$ cat config.mk
export PLATFORM = sky130hd
export DESIGN_NAME = multi_digit_display
export DESIGN_NICKNAME = d
export VERILOG_FILES = /design/src/rtl/multi_digit_display.sv
export SDC_FILE = /design/constraint.sdc
export NUM_CORES = 1
export LEC_CHECK = 0
export ABC_AREA = 1
export CAP_MARGIN = 10
export CORE_MARGIN = 2
export CORE_UTILIZATION = 65
export CTS_BUF_LIST = sky130_fd_sc_hd__clkbuf_4 sky130_fd_sc_hd__clkbuf_8
export DETAILED_ROUTE_END_ITERATION = 16
export GPL_ROUTABILITY_DRIVEN = 0
export HOLD_SLACK_MARGIN = 0.1
export PLACE_DENSITY = 0.87
export SLEW_MARGIN = 5
export SYNTH_ARGS = -nofsm -noshare
export SYNTH_HDL_FRONTEND = slang
export SYNTH_SLANG_ARGS = --single-unit
$ cat constraint.sdc
create_clock -name clock -period 3.1 [get_ports clock]
set_clock_uncertainty 0.1 [all_clocks]
set_input_delay 0.31 -clock clock [delete_from_list [all_inputs] [get_ports clock]]
set_output_delay 0.31 -clock clock [all_outputs]
set_load 0.02 [all_outputs]
$ cat src/rtl/multi_digit_display.sv
// Time-multiplexed N-digit seven-segment driver with sequential binary-to-BCD
// conversion (double-dabble), leading-zero blanking, DP, overflow and blinking error.
// Ports: clock/resetN (async, active-low); value+load start a conversion and
// busy flags it; isError/blankZeros/dpEnable/dpPosition are level controls;
// digitEnable is a one-hot digit select; A..G and DP are the segment drives.
module multi_digit_display #(
    parameter int DIGITS         = 4,
    parameter int VALUE_WIDTH    = 14,
    parameter int SCAN_DIV       = 1000,
    parameter int BLINK_DIV      = 50,
    parameter bit SEG_ACTIVE_LOW = 1'b0
) (
    input  logic                   clock,
    input  logic                   resetN,
    input  logic [VALUE_WIDTH-1:0] value,
    input  logic                   load,
    input  logic                   isError,
    input  logic                   blankZeros,
    input  logic                   dpEnable,
    input  logic [2:0]             dpPosition,
    output logic                   busy,
    output logic [DIGITS-1:0]      digitEnable,
    output logic                   A,
    output logic                   B,
    output logic                   C,
    output logic                   D,
    output logic                   E,
    output logic                   F,
    output logic                   G,
    output logic                   DP
);

    // Every 3 binary bits need at most one decimal digit.
    localparam int NB0 = (VALUE_WIDTH + 2) / 3;
    localparam int NB  = (NB0 > DIGITS) ? NB0 : DIGITS;
    localparam int CW  = $clog2(VALUE_WIDTH + 1);
    localparam int PW  = $clog2(SCAN_DIV);
    localparam int IW  = (DIGITS > 1) ? $clog2(DIGITS) : 1;
    localparam int BW  = (BLINK_DIV > 1) ? $clog2(BLINK_DIV) : 1;
    localparam int SW  = NB * 4 + VALUE_WIDTH;
    localparam logic [7:0] SEG_OFF = {8{SEG_ACTIVE_LOW}};

    logic                   r_busy;
    logic [CW-1:0]          r_cnt;
    logic [VALUE_WIDTH-1:0] r_bin;
    logic [NB*4-1:0]        r_bcd;
    logic [DIGITS*4-1:0]    r_disp;
    logic                   r_ovf;

    logic [PW-1:0]          r_pre;
    logic [IW-1:0]          r_idx;
    logic                   r_run;
    logic [BW-1:0]          r_bcnt;
    logic                   r_phase;
    logic [DIGITS-1:0]      r_en;
    logic [7:0]             r_seg;

    logic [NB*4-1:0]        w_adj;
    logic [SW-1:0]          w_sh;
    logic                   w_ovf;
    logic                   w_done;
    logic                   w_accept;
    logic                   w_term;
    logic                   w_wrap;
    logic [3:0]             w_bcd;
    logic [6:0]             w_code;
    logic [DIGITS-1:0]      w_lead;
    logic                   w_z;
    logic [3:0]             w_idx4;
    logic [3:0]             w_dp4;
    logic                   w_blank;
    logic                   w_dp;
    logic [7:0]             w_seg;
    logic [DIGITS-1:0]      w_onehot;

    // Double-dabble step: add 3 to every digit >= 5, then shift in one bit.
    always_comb begin
        w_adj = r_bcd;
        for (int i = 0; i < NB; i++) begin
            if (r_bcd[4*i +: 4] >= 4'd5) begin
                w_adj[4*i +: 4] = r_bcd[4*i +: 4] + 4'd3;
            end
        end
        w_sh = {w_adj, r_bin} << 1;
        w_ovf = 1'b0;
        for (int i = DIGITS; i < NB; i++) begin
            if (r_bcd[4*i +: 4] != 4'd0) begin
                w_ovf = 1'b1;
            end
        end
    end

    assign w_done   = r_busy && (r_cnt == CW'(VALUE_WIDTH));
    // A load on the commit edge starts the next conversion back-to-back.
    assign w_accept = load && (!r_busy || w_done);

    always_ff @(posedge clock or negedge resetN) begin
        if (!resetN) begin
            r_busy <= 1'b0;
            r_cnt  <= '0;
            r_bin  <= '0;
            r_bcd  <= '0;
            r_disp <= '0;
            r_ovf  <= 1'b0;
        end else begin
            if (w_done) begin
                r_disp <= r_bcd[DIGITS*4-1:0];
                r_ovf  <= w_ovf;
            end
            if (w_accept) begin
                r_busy <= 1'b1;
                r_cnt  <= '0;
                r_bin  <= value;
                r_bcd  <= '0;
            end else if (w_done) begin
                r_busy <= 1'b0;
            end else if (r_busy) begin
                r_cnt  <= r_cnt + 1'b1;
                r_bcd  <= w_sh[SW-1 -: NB*4];
                r_bin  <= w_sh[VALUE_WIDTH-1:0];
            end
        end
    end

    assign w_bcd  = r_disp[4*int'(r_idx) +: 4];
    assign w_idx4 = 4'(r_idx);
    assign w_dp4  = {1'b0, dpPosition};

    always_comb begin
        case (w_bcd)
            4'd0:    w_code = 7'b1111110;
            4'd1:    w_code = 7'b0110000;
            4'd2:    w_code = 7'b1101101;
            4'd3:    w_code = 7'b1111001;
            4'd4:    w_code = 7'b0110011;
            4'd5:    w_code = 7'b1011011;
            4'd6:    w_code = 7'b1011111;
            4'd7:    w_code = 7'b1110000;
            4'd8:    w_code = 7'b1111111;
            4'd9:    w_code = 7'b1111011;
            default: w_code = 7'b0000000;
        endcase
    end

    // w_lead[i]: digit i and every digit above it are zero.
    always_comb begin
        w_lead = '0;
        w_z    = 1'b1;
        for (int i = DIGITS - 1; i >= 0; i--) begin
            w_z       = w_z && (r_disp[4*i +: 4] == 4'd0);
            w_lead[i] = w_z;
        end
    end

    assign w_blank = blankZeros && w_lead[r_idx] && (r_idx != '0)
                   && !(dpEnable && (w_idx4 <= w_dp4));
    assign w_dp    = dpEnable && (w_dp4 == w_idx4);

    always_comb begin
        if (isError) begin
            w_seg = r_phase ? 8'b1001_1110 : 8'b0000_0000;
        end else if (r_ovf) begin
            w_seg = 8'b0000_0010;
        end else if (w_blank) begin
            w_seg = 8'b0000_0000;
        end else begin
            w_seg = {w_code, w_dp};
        end
    end

    assign w_onehot = DIGITS'(1) << r_idx;
    assign w_term   = (r_pre == PW'(SCAN_DIV - 1));
    assign w_wrap   = w_term && (r_idx == IW'(DIGITS - 1));

    always_ff @(posedge clock or negedge resetN) begin
        if (!resetN) begin
            r_pre   <= '0;
            r_idx   <= '0;
            r_run   <= 1'b0;
            r_bcnt  <= '0;
            r_phase <= 1'b1;
            r_en    <= '0;
            r_seg   <= SEG_OFF;
        end else begin
            if (w_term) begin
                // One dark cycle between digits to avoid ghosting.
                r_pre <= '0;
                r_idx <= w_wrap ? '0 : r_idx + 1'b1;
                r_run <= 1'b1;
                r_en  <= '0;
                r_seg <= SEG_OFF;
            end else begin
                r_pre <= r_pre + 1'b1;
                if (r_run) begin
                    r_en  <= w_onehot;
                    r_seg <= w_seg ^ SEG_OFF;
                end
            end
            if (!isError) begin
                r_bcnt  <= '0;
                r_phase <= 1'b1;
            end else if (w_wrap) begin
                if (r_bcnt == BW'(BLINK_DIV - 1)) begin
                    r_bcnt  <= '0;
                    r_phase <= ~r_phase;
                end else begin
                    r_bcnt <= r_bcnt + 1'b1;
                end
            end
        end
    end

    assign busy        = r_busy;
    assign digitEnable = r_en;
    assign {A, B, C, D, E, F, G, DP} = r_seg;

endmodule
**Wiring heat map**

Scale bar: 20 µm. The die is cut into 18 by 18 equal tiles; black is low, pale yellow is high, scaled to the fullest tile. Values are wire area over tile area, all layers added.
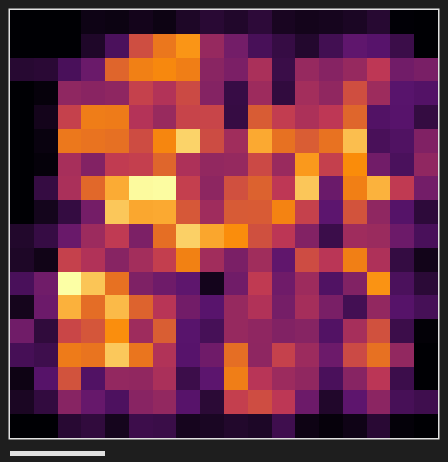
- nearly empty tiles: 7.7%
- mean over tiles: 0.19
- fullest tile: 0.52
- densest ninth of the die: centre
- tiles over half the peak: 29%

**Cell area per tile**

Scale bar: 20 µm. The die is cut into 9 by 9 equal tiles; black is low, pale yellow is high, 0 to 100% covered.
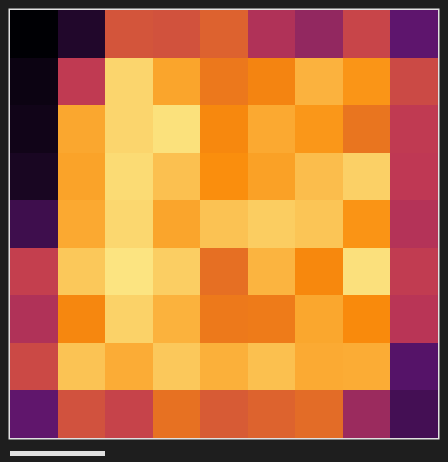
- tiles over 75% full: 47%
- fullest tile: 94%
- nearly empty tiles: 1.2%
- emptiest ninth of the die: upper left
- densest ninth of the die: centre
- mean over tiles: 66%

==> impl_metrics.tcl <==
# implementation run metrics
set metrics [dict create \
    syn_to_final_growth_pct 13.2 \
    crit_start "r_idx[1]" \
    fp_util 0.668 \
    drc 0 \
    path_buffers 1 \
    core-area_um2 7180 \
    outcome "finished clean" \
    startpoint_type "flop" \
    grtUsageMet3 0.0352 \
    p_total_mw 4.39 \
    drtIter0Drc 264 \
    combPwrFrac 0.401 \
    powerClk_mw 0.872 \
    top_cell_area_share 0.454 \
    fp.dieH_um 89.9 \
    dp_hpwl_mm 7.00 \
    flop_area_um2 2200 \
    routed_via_density 5.56 \
    nNonClkInverters 77 \
    buffers_excl_clock 39 \
    largest_class "sequential cells" \
    stdcell_count 713 \
    cts_made_buffers 9 \
    critPathCapture "r_seg[5]" \
    maxUsedRoutingLayer "met4" \
    ys_warn_count 0 \
    netlist_area_um2 4790 \
    most_common_cell "nand2_1" \
    finalSetupViolations 0 \
    rrSetupSlack_ns 0.83 \
    grt_pass1_wl_mm 17.1 \
]
**Congestion heat map**

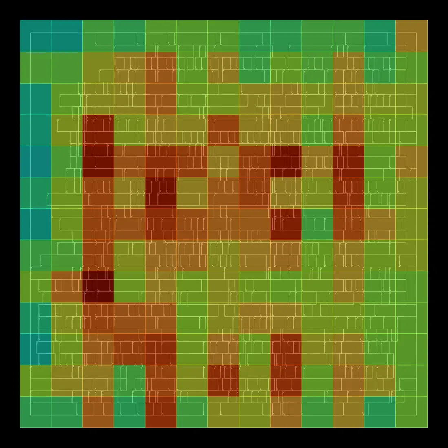
gr busiest metal: met2
wire per inst: 13.5 µm
All-Layer GR Usage: 0.258
met2 Use GR: 0.439
final core occ: 0.756

